<file path="src/rtl/skel_frame_server_pkg.sv">
// Shared types and size helpers for the skeletonization frame server.
// Latency: n/a (declarations only).
// Backpressure: n/a.
package skel_frame_server_pkg;

    typedef enum logic [2:0] {
        S_IDLE    = 3'd0,
        S_STREAM  = 3'd1,
        S_WAIT_WB = 3'd2,
        S_CAPTURE = 3'd3,
        S_CHECK   = 3'd4,
        S_DONE    = 3'd5
    } state_t;

    // Sizes for the default frame edge; the helpers give the same values for any edge.
    localparam int N_DEFAULT  = 8;
    localparam int FRAME_SIZE = N_DEFAULT * N_DEFAULT;
    localparam int STREAM_LEN = 2 * FRAME_SIZE;

    function automatic int frame_size(input int n);
        return n * n;
    endfunction

    // Each pixel is held for two cycles to match the convolution unit's half-rate flip.
    function automatic int stream_len(input int n);
        return 2 * n * n;
    endfunction

    // Cycles to wait for the first write-back beat before giving up on a pass.
    function automatic int wait_len(input int n);
        return 4 * n * n;
    endfunction

endpackage

</file>
<file path="src/rtl/skel_frame_server_frame_dualram.sv">
// Frame storage: one write port, one registered host read port, one combinational compare read port.
// Latency: host read 1 cycle (old data on same-cycle write), compare read 0 cycles.
// Backpressure: none; out-of-range addresses write nothing and read as zero.
// Ports: clk/rst_n; we/waddr/wdata write; raddr->rdata host read; caddr->cdata compare read.
module frame_dualram #(
    parameter int DEPTH = 64,
    parameter int AW    = 7,
    parameter int DW    = 8
) (
    input  logic          clk,
    input  logic          rst_n,
    input  logic          we,
    input  logic [AW-1:0] waddr,
    input  logic [DW-1:0] wdata,
    input  logic [AW-1:0] raddr,
    output logic [DW-1:0] rdata,
    input  logic [AW-1:0] caddr,
    output logic [DW-1:0] cdata
);

    localparam int            IW      = $clog2(DEPTH);
    localparam logic [AW:0]   DEPTH_L = (AW+1)'(DEPTH);

    logic [DW-1:0] mem [DEPTH];

    logic w_ok;
    logic r_ok;
    logic c_ok;

    assign w_ok = ({1'b0, waddr} < DEPTH_L);
    assign r_ok = ({1'b0, raddr} < DEPTH_L);
    assign c_ok = ({1'b0, caddr} < DEPTH_L);

    // Array contents are deliberately not reset.
    always_ff @(posedge clk) begin
        if (we && w_ok) begin
            mem[waddr[IW-1:0]] <= wdata;
        end
    end

    // Registered read samples the array before this edge's write lands.
    always_ff @(posedge clk or negedge rst_n) begin
        if (!rst_n) begin
            rdata <= '0;
        end else if (r_ok) begin
            rdata <= mem[raddr[IW-1:0]];
        end else begin
            rdata <= '0;
        end
    end

    assign cdata = c_ok ? mem[caddr[IW-1:0]] : '0;

endmodule

</file>
<file path="src/rtl/skel_frame_server.sv">
// Iterative skeletonization controller: streams the frame to a convolution unit, captures write-back, repeats until stable or capped.
// Latency: 2*N*N stream cycles per pass, then write-back burst, then 1 check cycle; host reads 1 cycle.
// Backpressure: none; write-back timeout of 4*N*N cycles ends the run unconverged.
// Ports: host_* frame load/read; start/busy/done/iter_count/converged control; mask_we/mask_data stream out; mask_wr_en/addr/pixel/harris write-back in.
module skel_frame_server
    import skel_frame_server_pkg::*;
#(
    parameter int N          = N_DEFAULT,
    parameter int bitSize    = 6,
    parameter int pixelWidth = 8,
    parameter int MAX_ITER   = 16
) (
    input  logic                  clk,
    input  logic                  rst_n,
    input  logic                  host_we,
    input  logic [bitSize:0]      host_addr,
    input  logic [pixelWidth-1:0] host_wdata,
    output logic [pixelWidth-1:0] host_rdata,
    output logic                  host_rharris,
    input  logic                  start,
    output logic                  mask_we,
    output logic [pixelWidth-1:0] mask_data,
    input  logic                  mask_wr_en,
    input  logic [bitSize:0]      mask_addr,
    input  logic [pixelWidth-1:0] mask_pixel,
    input  logic                  mask_harris,
    output logic                  busy,
    output logic                  done,
    output logic [7:0]            iter_count,
    output logic                  converged
);

    localparam int              FRAME      = frame_size(N);
    localparam int              SLEN       = stream_len(N);
    localparam int              WLEN       = wait_len(N);
    localparam int              AW         = bitSize + 1;
    localparam int              CW         = $clog2(WLEN + 1);
    localparam logic [CW-1:0]   SLEN_LAST  = CW'(SLEN - 1);
    localparam logic [CW-1:0]   WLEN_LAST  = CW'(WLEN - 1);
    localparam logic [AW:0]     FRAME_L    = (AW+1)'(FRAME);
    localparam logic [7:0]      MAX_ITER_L = 8'(MAX_ITER);

    state_t          state;
    state_t          state_nxt;
    logic [CW-1:0]   cnt;
    logic [CW-1:0]   cnt_nxt;
    logic [7:0]      iter_nxt;
    logic            changed;
    logic            changed_nxt;
    logic            conv_nxt;

    logic                  host_hit;
    logic                  wb_hit;
    logic                  pix_we;
    logic [AW-1:0]         wr_addr;
    logic [pixelWidth-1:0] pix_wdata;
    logic [AW-1:0]         pix_caddr;
    logic [pixelWidth-1:0] pix_cdata;
    logic                  pix_diff;
    logic                  h_we;
    logic [0:0]            h_wdata;
    logic [0:0]            h_rdata;
    logic [0:0]            h_cdata;

    // ------------------------------------------------------------------
    // Write port arbitration: host load only in IDLE, write-back only while
    // waiting for or inside the burst, so the two never collide.
    // ------------------------------------------------------------------
    assign host_hit  = (state == S_IDLE) && host_we;
    assign wb_hit    = ((state == S_WAIT_WB) || (state == S_CAPTURE)) && mask_wr_en &&
                       ({1'b0, mask_addr} < FRAME_L);
    assign pix_we    = host_hit || wb_hit;
    assign wr_addr   = host_hit ? host_addr : mask_addr;
    assign pix_wdata = host_hit ? host_wdata : mask_pixel;

    // The compare port doubles as the stream source: it follows the stream
    // counter while streaming and the write-back address otherwise.
    assign pix_caddr = (state == S_STREAM) ? AW'(cnt >> 1) : mask_addr;
    assign pix_diff  = (pix_cdata != mask_pixel);

    // A freshly loaded frame has no corners. Write-back only touches the
    // corner array when the stored bit actually flips.
    assign h_we      = host_hit || (wb_hit && (h_cdata[0] != mask_harris));
    assign h_wdata   = host_hit ? 1'b0 : mask_harris;

    frame_dualram #(
        .DEPTH (FRAME),
        .AW    (AW),
        .DW    (pixelWidth)
    ) u_pix_ram (
        .clk   (clk),
        .rst_n (rst_n),
        .we    (pix_we),
        .waddr (wr_addr),
        .wdata (pix_wdata),
        .raddr (host_addr),
        .rdata (host_rdata),
        .caddr (pix_caddr),
        .cdata (pix_cdata)
    );

    frame_dualram #(
        .DEPTH (FRAME),
        .AW    (AW),
        .DW    (1)
    ) u_harris_ram (
        .clk   (clk),
        .rst_n (rst_n),
        .we    (h_we),
        .waddr (wr_addr),
        .wdata (h_wdata),
        .raddr (host_addr),
        .rdata (h_rdata),
        .caddr (mask_addr),
        .cdata (h_cdata)
    );

    assign host_rharris = h_rdata[0];

    // ------------------------------------------------------------------
    // Control FSM
    // ------------------------------------------------------------------
    always_ff @(posedge clk or negedge rst_n) begin
        if (!rst_n) begin
            state      <= S_IDLE;
            cnt        <= '0;
            iter_count <= '0;
            changed    <= 1'b0;
            converged  <= 1'b0;
        end else begin
            state      <= state_nxt;
            cnt        <= cnt_nxt;
            iter_count <= iter_nxt;
            changed    <= changed_nxt;
            converged  <= conv_nxt;
        end
    end

    always_comb begin
        state_nxt   = state;
        cnt_nxt     = cnt;
        iter_nxt    = iter_count;
        changed_nxt = changed;
        conv_nxt    = converged;

        unique case (state)
            S_IDLE, S_DONE: begin
                if (start) begin
                    state_nxt   = S_STREAM;
                    cnt_nxt     = '0;
                    iter_nxt    = '0;
                    changed_nxt = 1'b0;
                    conv_nxt    = 1'b0;
                end
            end
            S_STREAM: begin
                if (cnt == SLEN_LAST) begin
                    state_nxt = S_WAIT_WB;
                    cnt_nxt   = '0;
                end else begin
                    cnt_nxt = cnt + 1'b1;
                end
            end
            S_WAIT_WB: begin
                if (mask_wr_en) begin
                    state_nxt = S_CAPTURE;
                end else if (cnt == WLEN_LAST) begin
                    state_nxt = S_DONE;
                    conv_nxt  = 1'b0;
                end else begin
                    cnt_nxt = cnt + 1'b1;
                end
            end
            S_CAPTURE: begin
                if (!mask_wr_en) begin
                    state_nxt = S_CHECK;
                    if (iter_count != 8'hFF) begin
                        iter_nxt = iter_count + 8'd1;
                    end
                end
            end
            S_CHECK: begin
                if (changed && (iter_count < MAX_ITER_L)) begin
                    state_nxt   = S_STREAM;
                    cnt_nxt     = '0;
                    changed_nxt = 1'b0;
                end else begin
                    state_nxt = S_DONE;
                    conv_nxt  = ~changed;
                end
            end
            default: begin
                state_nxt = S_IDLE;
            end
        endcase

        // wb_hit is only true in WAIT_WB/CAPTURE, so this never fights the
        // clear in CHECK or the reset on start.
        if (wb_hit && pix_diff) begin
            changed_nxt = 1'b1;
        end
    end

    assign mask_we   = (state == S_STREAM);
    assign mask_data = mask_we ? pix_cdata : '0;
    assign busy      = (state == S_STREAM) || (state == S_WAIT_WB) ||
                       (state == S_CAPTURE) || (state == S_CHECK);
    assign done      = (state == S_DONE);

endmodule
</file>
<file path="config.mk">
export PLATFORM = sky130hd
export DESIGN_NAME = skel_frame_server
export DESIGN_NICKNAME = d
export VERILOG_FILES = /design/src/rtl/skel_frame_server_pkg.sv /design/src/rtl/skel_frame_server_frame_dualram.sv /design/src/rtl/skel_frame_server.sv
export SDC_FILE = /design/constraint.sdc
export NUM_CORES = 1
export LEC_CHECK = 0
export ABC_AREA = 1
export CORE_UTILIZATION = 26
export CTS_BUF_LIST = sky130_fd_sc_hd__clkbuf_2 sky130_fd_sc_hd__clkbuf_4 sky130_fd_sc_hd__clkbuf_8
export CTS_CLUSTER_DIAMETER = 40
export DETAILED_ROUTE_END_ITERATION = 8
export GPL_ROUTABILITY_DRIVEN = 0
export PLACE_DENSITY_LB_ADDON = 0.1
export SLEW_MARGIN = 15
export SYNTH_ARGS = -nofsm -noshare
export SYNTH_HDL_FRONTEND = slang
export SYNTH_SLANG_ARGS = --single-unit
export TNS_END_PERCENT = 100
</file>
<file path="constraint.sdc">
create_clock -name clk -period 7.46 [get_ports clk]
set_clock_uncertainty 0.15 [all_clocks]
set_input_delay 1.119 -clock clk [delete_from_list [all_inputs] [get_ports clk]]
set_output_delay 1.119 -clock clk [all_outputs]
set_load 0.03 [all_outputs]
</file>
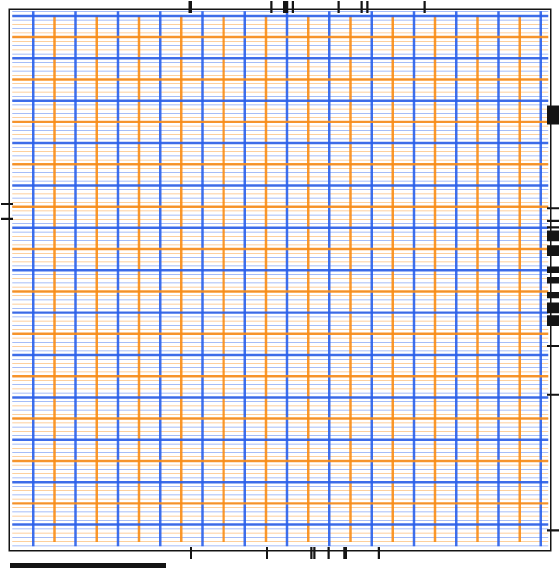
**Above:** supply network.
The bar under the picture is 100 um long. Pins as bars on the die edge.
colour	net
blue	VSS
orange	VDD
met1 rails	127
rows	126
Die Wd: 347 um
core footprint: 118000 um2
Die Ht: 347 um

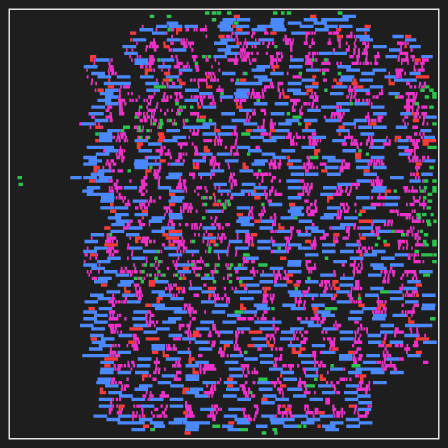
**Above:** cells coloured by class.
colour	class	cells	share of their area
green	remaining buffers and delay cells	195	5.1%
red	clock drivers and dummy loads	234	8.1%
magenta	combinational and other logic	2498	34%
blue	sequential cells	607	52%
floorplan row count: 126
fin area: 36400 um2

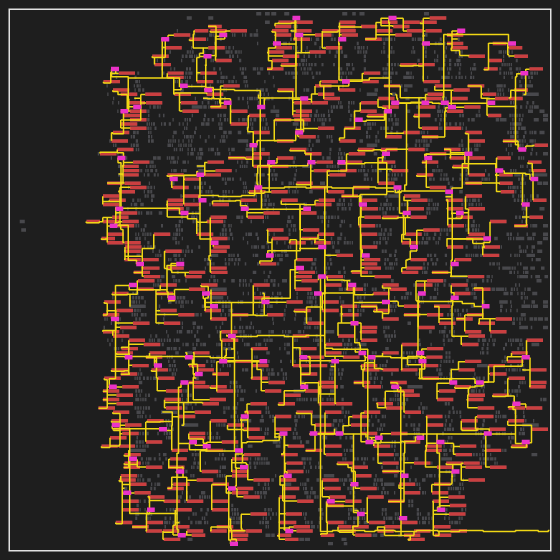
**Above:** clock wires, drivers and flops.
[red] flip-flops | count: 607
[yellow] clock wires | length: 10300 um
[magenta] clock drivers | count: 132
routed clock nets	133
flops lie	all over the die
clk ins delay skew pair: 0.81 ns
clock power share: 0.310

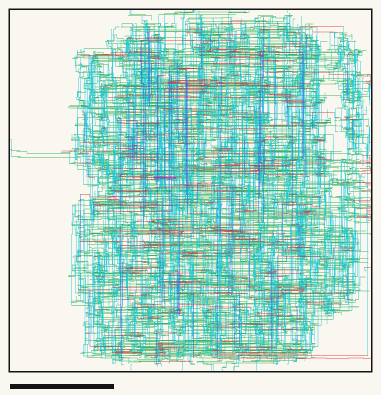
**Above:** metal layers overlaid.
The bar under the picture is 100 um long.
colour	layer	wire length
cyan	metal 2	59.3 mm
red	metal 3	9510 um
green	metal 1	63.2 mm
blue	metal 4	4930 um
purple	metal 5	19.3 um
final WL: 137000 um
WL/cell: 27.0 um
total track usage: 0.224
DR vias: 26800

==> run summary <==
outcome - complete, no violations
top layer in use - met5
PortBufs - 64
part of the power in registers - 0.321
Adder Area Share - 0.00122
combinational power - 4660 uW
DP HPWL - 84100 um
layout cell share with drive strength beyond 1 - 0.113
buffer share of cell area - 0.0483
yosys simple share - 0.223
max incr delay on CP - 0.86 ns
clock network power - 3930 uW
largest net degree at the start of global routing - 103
Setup CP Type - in2out
placed inst area - 33600 um2
R2R Setup Slk - 3.06 ns
Post-synth EDFFs - 576
placed insts - 4836
Top cell area share - 0.561
syn avg cell area - 9.19 um2
largest class - sequential cells
worst slew pin tran - 1.20 ns
logic share of the area - 0.305
Well-Tap Cells - 1536
design internal power - 7440 uW
slowest CP cell - buf_4
Yosys warnings - 0
Final Util - 0.309
bufs w/o clock - 195
FFs w/ async S/R, synth - 0.0511
Post-synth regs - 607
combinational gate area - 11100 um2
top power group - combinational logic
Max Root-Sink Buffers - 3
unrepaired setup endpoints after global routing - false
Synth top cells by count - 598 x nand2_1, 576 x edfxtp_1, 546 x nand3_1
Floorplan Utilization - 0.262
Resized cells post-CTS - 0
cell count after synthesis - 3356
flop count - 607
post-CTS setup buffer count - 0
CP top delay family - buffers and inverters
HP Class - in2async
Top Layout Cells - 598 x nand2_1, 576 x edfxtp_1, 546 x nand3_1, 449 x nor2_1, 379 x o21ai_0
Final Power - 12700 uW
Fin Setup TNS - 0 ns
Clock transition at path regs - 0.05 ns
hold slack - 0.325 ns
routed wl met2 - 59300 um
I/O Pins - 65
clock network area share - 0.0766
Peak Freq - 0.163 GHz
yosys stat area - 30900 um2
Final Critical Period - 6.12 ns
final setup vio count - 0
tool warning count - 30
global-route layer with the greatest usage - met2
vias in the first global route - 25300
Flop+latch power - 4070 uW
XOR/XNOR Area Share - 0
Psw - 5220 uW
Power Dens Cells - 348 nW/um2
Max FO, Critical Path - 64
initial antenna violation count - 6
metal3 WL - 9510 um
Worst setup startpoint - mask_addr[2]
Final #Nets - 3473
CP endpoint - mask_data[1]
drc violations - 0
Pre-Repair DR Iteration Count - 7
yosys cell count - 3356
WP depth - 12
period utilization - 0.820
Crit path top cell by count - nand3_1
Iter 0 DRT Violations - 3361
max_cap viols - 0
critical path, cell by cell - clkdlybuf4s50_1 > inv_1 > nand2_1 > o21ai_4 > buf_4 > nand3_1 > nand3_1 > nand3_1 > nand3_1 > nand3_1 > nor2_1 > buf_4
CTS Sinks - 607
reg2reg path depth - 17
Compound Share, Synth - 0.131
number of non-clock inverters - 191
Power figures rest on the tool's default switching activity, not on a simulated workload.
